$ cat config.mk
export PLATFORM = sky130hd
export DESIGN_NAME = multicycle_control_fsm
export DESIGN_NICKNAME = d
export VERILOG_FILES = /design/src/rtl/mips_defs.sv /design/src/rtl/alu_op_decode.sv /design/src/rtl/multicycle_control_fsm.sv
export SDC_FILE = /design/constraint.sdc
export NUM_CORES = 1
export LEC_CHECK = 0
export ABC_CLOCK_PERIOD_IN_PS = 2450
export CORE_MARGIN = 8
export CORE_UTILIZATION = 50
export CTS_CLUSTER_DIAMETER = 200
export DETAILED_ROUTE_END_ITERATION = 7
export DONT_BUFFER_PORTS = 1
export GPL_ROUTABILITY_DRIVEN = 0
export GPL_TIMING_DRIVEN = 0
export PLACE_DENSITY_LB_ADDON = 0.05
export SLEW_MARGIN = 20
export SYNTH_ARGS = -nofsm -noshare
export SYNTH_HDL_FRONTEND = slang
export SYNTH_SLANG_ARGS = --single-unit
$ cat constraint.sdc
create_clock -name Clk -period 2.45 [get_ports Clk]
set_clock_uncertainty 0.1 [all_clocks]
set_input_delay 0.49 -clock Clk [delete_from_list [all_inputs] [get_ports Clk]]
set_output_delay 0.49 -clock Clk [all_outputs]
set_load 0.01 [all_outputs]
$ cat src/rtl/mips_defs.sv
// Shared encodings for the multi-cycle MIPS controller: opcodes, functs,
// ALU codes, state numbers and datapath mux select codes.
package mips_defs;

    typedef enum logic [3:0] {
        S_FETCH    = 4'd0,
        S_DECODE   = 4'd1,
        S_EXEC_R   = 4'd2,
        S_EXEC_I   = 4'd3,
        S_MUL_WAIT = 4'd4,
        S_MEM_ADDR = 4'd5,
        S_MEM_RD   = 4'd6,
        S_MEM_WB   = 4'd7,
        S_MEM_WR   = 4'd8,
        S_ALU_WB   = 4'd9,
        S_BRANCH   = 4'd10,
        S_JUMP     = 4'd11,
        S_TRAP     = 4'd12
    } state_t;

    typedef enum logic [3:0] {
        CLS_R      = 4'd0,
        CLS_I      = 4'd1,
        CLS_MUL    = 4'd2,
        CLS_LOAD   = 4'd3,
        CLS_STORE  = 4'd4,
        CLS_BRANCH = 4'd5,
        CLS_J      = 4'd6,
        CLS_JAL    = 4'd7,
        CLS_JR     = 4'd8,
        CLS_ILL    = 4'd9
    } iclass_t;

    localparam logic [5:0] OP_RTYPE = 6'b000000;
    localparam logic [5:0] OP_REGIMM = 6'b000001;
    localparam logic [5:0] OP_J     = 6'b000010;
    localparam logic [5:0] OP_JAL   = 6'b000011;
    localparam logic [5:0] OP_BEQ   = 6'b000100;
    localparam logic [5:0] OP_BNE   = 6'b000101;
    localparam logic [5:0] OP_BLEZ  = 6'b000110;
    localparam logic [5:0] OP_BGTZ  = 6'b000111;
    localparam logic [5:0] OP_ADDI  = 6'b001000;
    localparam logic [5:0] OP_SLTI  = 6'b001010;
    localparam logic [5:0] OP_ANDI  = 6'b001100;
    localparam logic [5:0] OP_ORI   = 6'b001101;
    localparam logic [5:0] OP_XORI  = 6'b001110;
    localparam logic [5:0] OP_MUL   = 6'b011100;
    localparam logic [5:0] OP_LB    = 6'b100000;
    localparam logic [5:0] OP_LH    = 6'b100001;
    localparam logic [5:0] OP_LW    = 6'b100011;
    localparam logic [5:0] OP_SB    = 6'b101000;
    localparam logic [5:0] OP_SH    = 6'b101001;
    localparam logic [5:0] OP_SW    = 6'b101011;

    localparam logic [5:0] F_SLL = 6'b000000;
    localparam logic [5:0] F_SRL = 6'b000010;
    localparam logic [5:0] F_JR  = 6'b001000;
    localparam logic [5:0] F_ADD = 6'b100000;
    localparam logic [5:0] F_SUB = 6'b100010;
    localparam logic [5:0] F_AND = 6'b100100;
    localparam logic [5:0] F_OR  = 6'b100101;
    localparam logic [5:0] F_XOR = 6'b100110;
    localparam logic [5:0] F_NOR = 6'b100111;
    localparam logic [5:0] F_SLT = 6'b101010;

    localparam logic [3:0] ALU_ADD  = 4'd0;
    localparam logic [3:0] ALU_SUB  = 4'd1;
    localparam logic [3:0] ALU_MUL  = 4'd2;
    localparam logic [3:0] ALU_AND  = 4'd3;
    localparam logic [3:0] ALU_OR   = 4'd4;
    localparam logic [3:0] ALU_NOR  = 4'd5;
    localparam logic [3:0] ALU_XOR  = 4'd6;
    localparam logic [3:0] ALU_SLL  = 4'd7;
    localparam logic [3:0] ALU_SRL  = 4'd8;
    localparam logic [3:0] ALU_SLT  = 4'd9;
    localparam logic [3:0] ALU_JUMP = 4'd10;

    localparam logic [1:0] PCS_ALU    = 2'b00;
    localparam logic [1:0] PCS_ALUOUT = 2'b01;
    localparam logic [1:0] PCS_JUMP   = 2'b10;
    localparam logic [1:0] PCS_RS     = 2'b11;

    localparam logic [1:0] SRCB_RT     = 2'b00;
    localparam logic [1:0] SRCB_FOUR   = 2'b01;
    localparam logic [1:0] SRCB_IMM    = 2'b10;
    localparam logic [1:0] SRCB_IMM_SH = 2'b11;

    localparam logic [1:0] DST_RT = 2'b00;
    localparam logic [1:0] DST_RD = 2'b01;
    localparam logic [1:0] DST_RA = 2'b10;

    localparam logic [1:0] M2R_ALUOUT = 2'b00;
    localparam logic [1:0] M2R_MDR    = 2'b01;
    localparam logic [1:0] M2R_PC     = 2'b10;

    localparam logic [1:0] SZ_WORD = 2'b00;
    localparam logic [1:0] SZ_HALF = 2'b01;
    localparam logic [1:0] SZ_BYTE = 2'b10;

    function automatic logic [1:0] mem_size(input logic [5:0] op);
        case (op)
            OP_LH, OP_SH: mem_size = SZ_HALF;
            OP_LB, OP_SB: mem_size = SZ_BYTE;
            default:      mem_size = SZ_WORD;
        endcase
    endfunction

    function automatic logic [1:0] reg_dst(input iclass_t cls);
        case (cls)
            CLS_R, CLS_MUL: reg_dst = DST_RD;
            CLS_JAL:        reg_dst = DST_RA;
            default:        reg_dst = DST_RT;
        endcase
    endfunction

endpackage

$ cat src/rtl/alu_op_decode.sv
// Combinational instruction decode: (Op, Funct) -> ALU operation code and
// instruction class used by the controller's dispatch.
module alu_op_decode
    import mips_defs::*;
(
    input  logic [5:0] op,
    input  logic [5:0] funct,
    output logic [3:0] alu_code,
    output logic [3:0] iclass
);

    iclass_t cls;

    always_comb begin
        alu_code = ALU_ADD;
        cls      = CLS_ILL;
        case (op)
            OP_RTYPE: begin
                cls = CLS_R;
                case (funct)
                    F_JR:  begin cls = CLS_JR; alu_code = ALU_JUMP; end
                    F_ADD: alu_code = ALU_ADD;
                    F_SUB: alu_code = ALU_SUB;
                    F_AND: alu_code = ALU_AND;
                    F_OR:  alu_code = ALU_OR;
                    F_NOR: alu_code = ALU_NOR;
                    F_XOR: alu_code = ALU_XOR;
                    F_SLL: alu_code = ALU_SLL;
                    F_SRL: alu_code = ALU_SRL;
                    F_SLT: alu_code = ALU_SLT;
                    default: cls = CLS_ILL;
                endcase
            end
            OP_MUL:  begin cls = CLS_MUL; alu_code = ALU_MUL; end
            OP_ADDI: begin cls = CLS_I; alu_code = ALU_ADD; end
            OP_ANDI: begin cls = CLS_I; alu_code = ALU_AND; end
            OP_ORI:  begin cls = CLS_I; alu_code = ALU_OR;  end
            OP_XORI: begin cls = CLS_I; alu_code = ALU_XOR; end
            OP_SLTI: begin cls = CLS_I; alu_code = ALU_SLT; end
            OP_LW, OP_LH, OP_LB: cls = CLS_LOAD;
            OP_SW, OP_SH, OP_SB: cls = CLS_STORE;
            OP_REGIMM, OP_BEQ, OP_BNE, OP_BLEZ, OP_BGTZ: begin
                cls      = CLS_BRANCH;
                alu_code = ALU_SUB;
            end
            OP_J:    begin cls = CLS_J;   alu_code = ALU_JUMP; end
            OP_JAL:  begin cls = CLS_JAL; alu_code = ALU_JUMP; end
            default: cls = CLS_ILL;
        endcase
    end

    assign iclass = cls;

endmodule

$ cat src/rtl/multicycle_control_fsm.sv
// Multi-cycle MIPS sequencing controller: steps each instruction through
// fetch/decode/execute/memory/writeback and drives the datapath controls.
module multicycle_control_fsm
    import mips_defs::*;
#(
    parameter int MUL_CYCLES = 4
) (
    input  logic       Clk,
    input  logic       Reset,
    input  logic [5:0] Op,
    input  logic [5:0] Funct,
    input  logic       MemReady,
    output logic       PCWrite,
    output logic       PCWriteCond,
    output logic [1:0] PCSource,
    output logic       IorD,
    output logic       MemRead,
    output logic       MemWrite,
    output logic [1:0] MemSize,
    output logic       IRWrite,
    output logic       RegWrite,
    output logic [1:0] RegDst,
    output logic [1:0] MemToReg,
    output logic       ALUSrcA,
    output logic [1:0] ALUSrcB,
    output logic [3:0] ALUControl,
    output logic       Illegal,
    output logic [3:0] State
);

    state_t     state, nxt;
    logic [3:0] cnt;
    iclass_t    cls_q, cls_d;
    logic [3:0] alu_q, alu_d, cls_raw;
    logic [1:0] size_q, regdst_q;

    alu_op_decode u_dec (
        .op       (Op),
        .funct    (Funct),
        .alu_code (alu_d),
        .iclass   (cls_raw)
    );

    assign cls_d = iclass_t'(cls_raw);

    always_ff @(posedge Clk) begin
        if (Reset) begin
            state    <= S_FETCH;
            cnt      <= 4'd0;
            cls_q    <= CLS_R;
            alu_q    <= 4'd0;
            size_q   <= 2'd0;
            regdst_q <= 2'd0;
        end else begin
            state <= nxt;
            if (state == S_DECODE) begin
                cls_q    <= cls_d;
                alu_q    <= alu_d;
                size_q   <= mem_size(Op);
                regdst_q <= reg_dst(cls_d);
            end
            // Loaded on MUL_WAIT entry so the state lasts exactly MUL_CYCLES
            if (state == S_DECODE && nxt == S_MUL_WAIT)
                cnt <= 4'(MUL_CYCLES - 1);
            else if (state == S_MUL_WAIT && cnt != 4'd0)
                cnt <= cnt - 4'd1;
        end
    end

    always_comb begin
        nxt = state;
        case (state)
            S_FETCH:  if (MemReady) nxt = S_DECODE;
            S_DECODE: begin
                case (cls_d)
                    CLS_R:      nxt = S_EXEC_R;
                    CLS_I:      nxt = S_EXEC_I;
                    CLS_MUL:    nxt = S_MUL_WAIT;
                    CLS_LOAD,
                    CLS_STORE:  nxt = S_MEM_ADDR;
                    CLS_BRANCH: nxt = S_BRANCH;
                    CLS_J,
                    CLS_JAL,
                    CLS_JR:     nxt = S_JUMP;
                    default:    nxt = S_TRAP;
                endcase
            end
            S_EXEC_R, S_EXEC_I: nxt = S_ALU_WB;
            S_MUL_WAIT: if (cnt == 4'd0) nxt = S_ALU_WB;
            S_MEM_ADDR: nxt = (cls_q == CLS_LOAD) ? S_MEM_RD : S_MEM_WR;
            S_MEM_RD:   if (MemReady) nxt = S_MEM_WB;
            S_MEM_WR:   if (MemReady) nxt = S_FETCH;
            S_MEM_WB, S_ALU_WB, S_BRANCH, S_JUMP: nxt = S_FETCH;
            S_TRAP:     nxt = S_TRAP;
            default:    nxt = S_FETCH;
        endcase
    end

    always_comb begin
        PCWrite     = 1'b0;
        PCWriteCond = 1'b0;
        PCSource    = PCS_ALU;
        IorD        = 1'b0;
        MemRead     = 1'b0;
        MemWrite    = 1'b0;
        MemSize     = SZ_WORD;
        IRWrite     = 1'b0;
        RegWrite    = 1'b0;
        RegDst      = DST_RT;
        MemToReg    = M2R_ALUOUT;
        ALUSrcA     = 1'b0;
        ALUSrcB     = SRCB_RT;
        ALUControl  = ALU_ADD;
        Illegal     = 1'b0;
        State       = 4'd0;
        if (!Reset) begin
            State = state;
            case (state)
                S_FETCH: begin
                    MemRead = 1'b1;
                    ALUSrcB = SRCB_FOUR;
                    IRWrite = MemReady;
                    PCWrite = MemReady;
                end
                S_DECODE:   ALUSrcB = SRCB_IMM_SH;
                S_EXEC_R: begin
                    ALUSrcA    = 1'b1;
                    ALUControl = alu_q;
                end
                S_EXEC_I: begin
                    ALUSrcA    = 1'b1;
                    ALUSrcB    = SRCB_IMM;
                    ALUControl = alu_q;
                end
                S_MUL_WAIT: begin
                    ALUSrcA    = 1'b1;
                    ALUControl = ALU_MUL;
                end
                S_MEM_ADDR: begin
                    ALUSrcA = 1'b1;
                    ALUSrcB = SRCB_IMM;
                end
                S_MEM_RD: begin
                    MemRead = 1'b1;
                    IorD    = 1'b1;
                    MemSize = size_q;
                end
                S_MEM_WB: begin
                    RegWrite = 1'b1;
                    MemToReg = M2R_MDR;
                end
                S_MEM_WR: begin
                    MemWrite = 1'b1;
                    IorD     = 1'b1;
                    MemSize  = size_q;
                end
                S_ALU_WB: begin
                    RegWrite = 1'b1;
                    RegDst   = regdst_q;
                end
                S_BRANCH: begin
                    ALUSrcA     = 1'b1;
                    ALUControl  = ALU_SUB;
                    PCWriteCond = 1'b1;
                    PCSource    = PCS_ALUOUT;
                end
                S_JUMP: begin
                    PCWrite    = 1'b1;
                    ALUControl = ALU_JUMP;
                    PCSource   = (cls_q == CLS_JR) ? PCS_RS : PCS_JUMP;
                    if (cls_q == CLS_JAL) begin
                        RegWrite = 1'b1;
                        RegDst   = regdst_q;
                        MemToReg = M2R_PC;
                    end
                end
                S_TRAP:  Illegal = 1'b1;
                default: ;
            endcase
        end
    end

endmodule

**Sizing map**

Scale: 6 px per um.
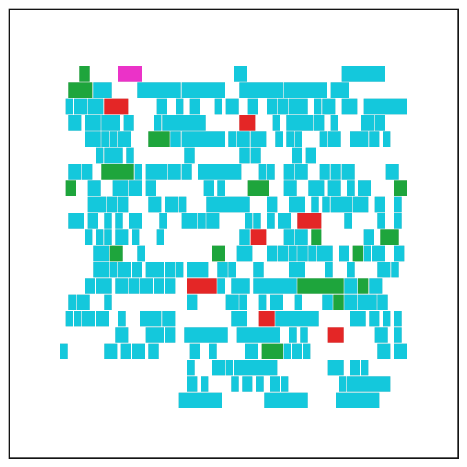
Key: green = _2 cells [cells 16, share 6.2%, most used clkbuf_2]; cyan = _0 and _1 cells [cells 236, share 91%, most used nor2_1]; magenta = _6 and larger [cells 1, share 0.38%, most used buf_6]; red = _3 and _4 cells [cells 7, share 2.7%, most used clkbuf_4]
fin area: 0.00182 mm2
setup ws final: 0.0877 ns
Non-clk bufs: 19
Area growth, synth to finish: 6.05%

**Logic cells by family**

Scale: 6 px per um.
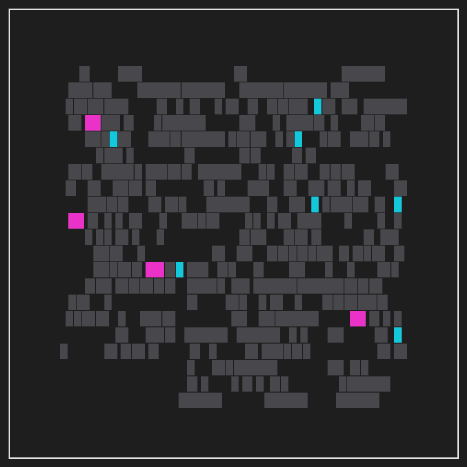
Key: magenta = AND-OR and OR-AND gates [cells 4]; cyan = inverters [cells 7]

**Met3 routing**

Scale: 4 px per um.
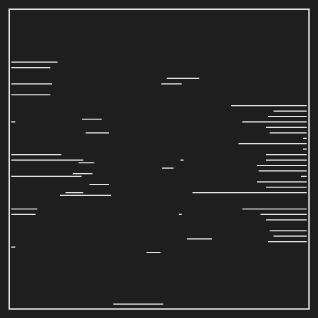
The longest straight run is 28.3 um. 46 nets have wire on it. The layer holds 9.0% of the routed length.

==> impl_metrics.py <==
# Synthesis and PnR figures
metrics = {
    "run_status": {
        "outcome": "complete, no violations",
    },
    "critical_path": {
        "arrival_ns": 2.44,
        "rr_endpoint": "cnt[3]",
        "crit_chain": "buf_2, nand2_1, a2111oi_0, a311oi_2, a22o_1, or4b_4, nor3b_1",
        "crit_start": "Funct[5]",
        "start_kind": "primary input",
        "cp_top_family": "AND-OR/OR-AND gates",
        "r2r_slack_ns": 0.41,
        "critical_path_buf_inv_count": 1,
        "r2r_start": "state[3]",
        "cp-end-kind": "register",
        "critPathKind": "primary input to register",
        "critPathRequiredTime_ns": 2.53,
        "reg2regPathDepth": 5,
        "cp_slowest_cell": "or4b_4",
        "path_max_fanout": 9,
    },
    "final_layout": {
        "n_clock_buffer": 3,
        "drive_gt1_share_pct": 9.23,
        "flop_area_um2": 402,
        "buf_share_pct": 4.95,
        "nMultiInputCombCells": 211,
        "clk_share_pct": 1.24,
        "layout.nets": 278,
        "comb_area_mm2": 0.00122,
        "inverters_excl_clock": 7,
        "fin_util_pct": 55.0,
        "sh_comb_area_pct": 67.1,
        "nFlopsAndLatches": 20,
    },
    "floorplanning": {
        "ios": 42,
        "tap_cells": 46,
        "die_w_um": 74.6,
        "core_area_mm2": 0.00331,
    },
    "timing": {
        "hold_viol": 0,
        "slew_headroom_pct": 53.0,
        "rsz0062_at_grt": "no",
        "max_freq_mhz": 423,
        "period_used_pct": 96.4,
        "setup_viol": 0,
        "period_needed_ns": 2.36,
        "tightest_slew_ns": 0.705,
        "slew_viol_final": 0,
    },
    "placement": {
        "dp_hpwl_um": 3710,
        "place.port_buffers": 0,
    },
    "global_routing": {
        "grt_max_degree": 11,
        "grt.total_usage_pct": 16.9,
        "gr-total-overflow": 0,
        "grt_pass1_vias": 1596,
        "antenna_found_initial": 0,
    },
    "power": {
        "top_power_group": "registers",
        "power_density_mw_per_mm2": 459,
        "p_switching_uw": 326,
        "powerClk_uw": 151,
        "seqPwrFrac_pct": 44.9,
        "swShare_pct": 39.0,
        "power_frac_comb_pct": 37.0,
        "power_frac_clock_pct": 18.1,
        "pg_seq_uw": 375,
    },
    "clock_network": {
        "root_buffer": "clkbuf_4",
        "cts_buffers": 3,
        "clk_pin_slew_ns": 0.10,
        "insertion_delay_ns": 0.30,
        "cts_setup_buffers": 0,
        "clockBufferDepth": 2,
        "cts_hold_buffers": 0,
        "cts_sinks": 20,
    },
    "synthesis": {
        "ys.flops": 20,
        "ys.flop_type": "dfxtp_1",
        "avgSynthCellArea_um2": 6.62,
        "common_cells": "nor2_1, a21oi_1, nand2_1, dfxtp_1",
        "synth_seq_share_pct": 23.3,
        "synth_cell_types": 47,
        "synthArstFlopShare_pct": 0,
        "ys_cells": 259,
        "top_area_share_pct": 23.3,
        "yosysWarnings": 0,
        "edf_count": 0,
        "netlist_instances": 259,
    },
    "drt": {
        "met3_length_um": 424,
        "dr.pass1.iters": 4,
        "dr_wl_met2_um": 2020,
        "vias": 1800,
        "vias_per_cell": 5.88,
        "drt-met1-wl_um": 2220,
        "top_layer": "met4",
        "ant_nets": 0,
        "avgRoutedWirePerCell_um": 15.5,
        "drc": 0,
    },
    "job": {
        "openroad.warnings": 26,
    },
    "worst_hold_path": {
        "min_from": "Reset",
        "holdPathStages": 3,
    },
}
[cell usage in the layout (no fill, tap or decap), types with 2 or more instances in the layout]
cell and n:
inv_1 7, buf_2 2, a211oi_1 5, clkbuf_2 4
dfxtp_1 19, buf_1 2, nor2_1 34, nor2b_1 9
nand2b_1 12, nor3b_1 3, a21oi_1 25, nand2_1 25
and3_1 7, clkbuf_1 9, nand3_1 7, o22ai_1 2
clkbuf_4 4, a22oi_1 3, mux2i_1 3, nand4_1 4
nor4_1 8, and2_1 4, nor3_2 2, o21ai_0 9
nor3_1 15, a21o_1 3, xnor2_1 3, o211ai_1 4
or2_2 3
[cells by family (layout without fill, tap and decap cells)]
family	Yosys count	count (layout)	share of synthesized area, %
flops	20	20	23.3
xor+xnor	3	3	1.53
buf+inv	28	29	6.71
simple gates	140	140	42.2
mux	4	4	2.41
compound gates	63	63	23.1
fa+ha+maj	1	1	0.729
[metrics by stage]
step	instance area (um2)	cells	hold slack (ns)	power (uW)
4_1_cts	1800	307	0.341	840
2_1_floorplan	1720	259	0.327	616
5_1_grt	1820	306	0.351	898
6_report	1820	306	0.358	836
3_5_place_dp	1770	305	0.347	685
3_3_place_gp	1770	305	0.341	685
[what timing repair did]
action / in CTS / in global routing
endpoints found under the setup margin: 12 / 9
endpoints found under the hold margin: 0 / 0
resized: 6 / 8
gates cloned: 0 / 0
[routing by layer]
layer | track usage (%) | vias to the layer above
li1 | - | 928
met1 | 22.3 | 804
met2 | 26.0 | 63
met3 | 3.50 | 5
met4 | 6.52 | 0
met5 | 0 | -
[registers in the layout, indices dropped and copies added, names as in the netlist]
| name | flops |
|---|---|
| cnt | 4 |
| alu_q | 4 |
| size_q | 2 |
| regdst_q | 2 |
| cls_q | 4 |
| state | 4 |
Power is estimated from default activity; no workload was simulated.
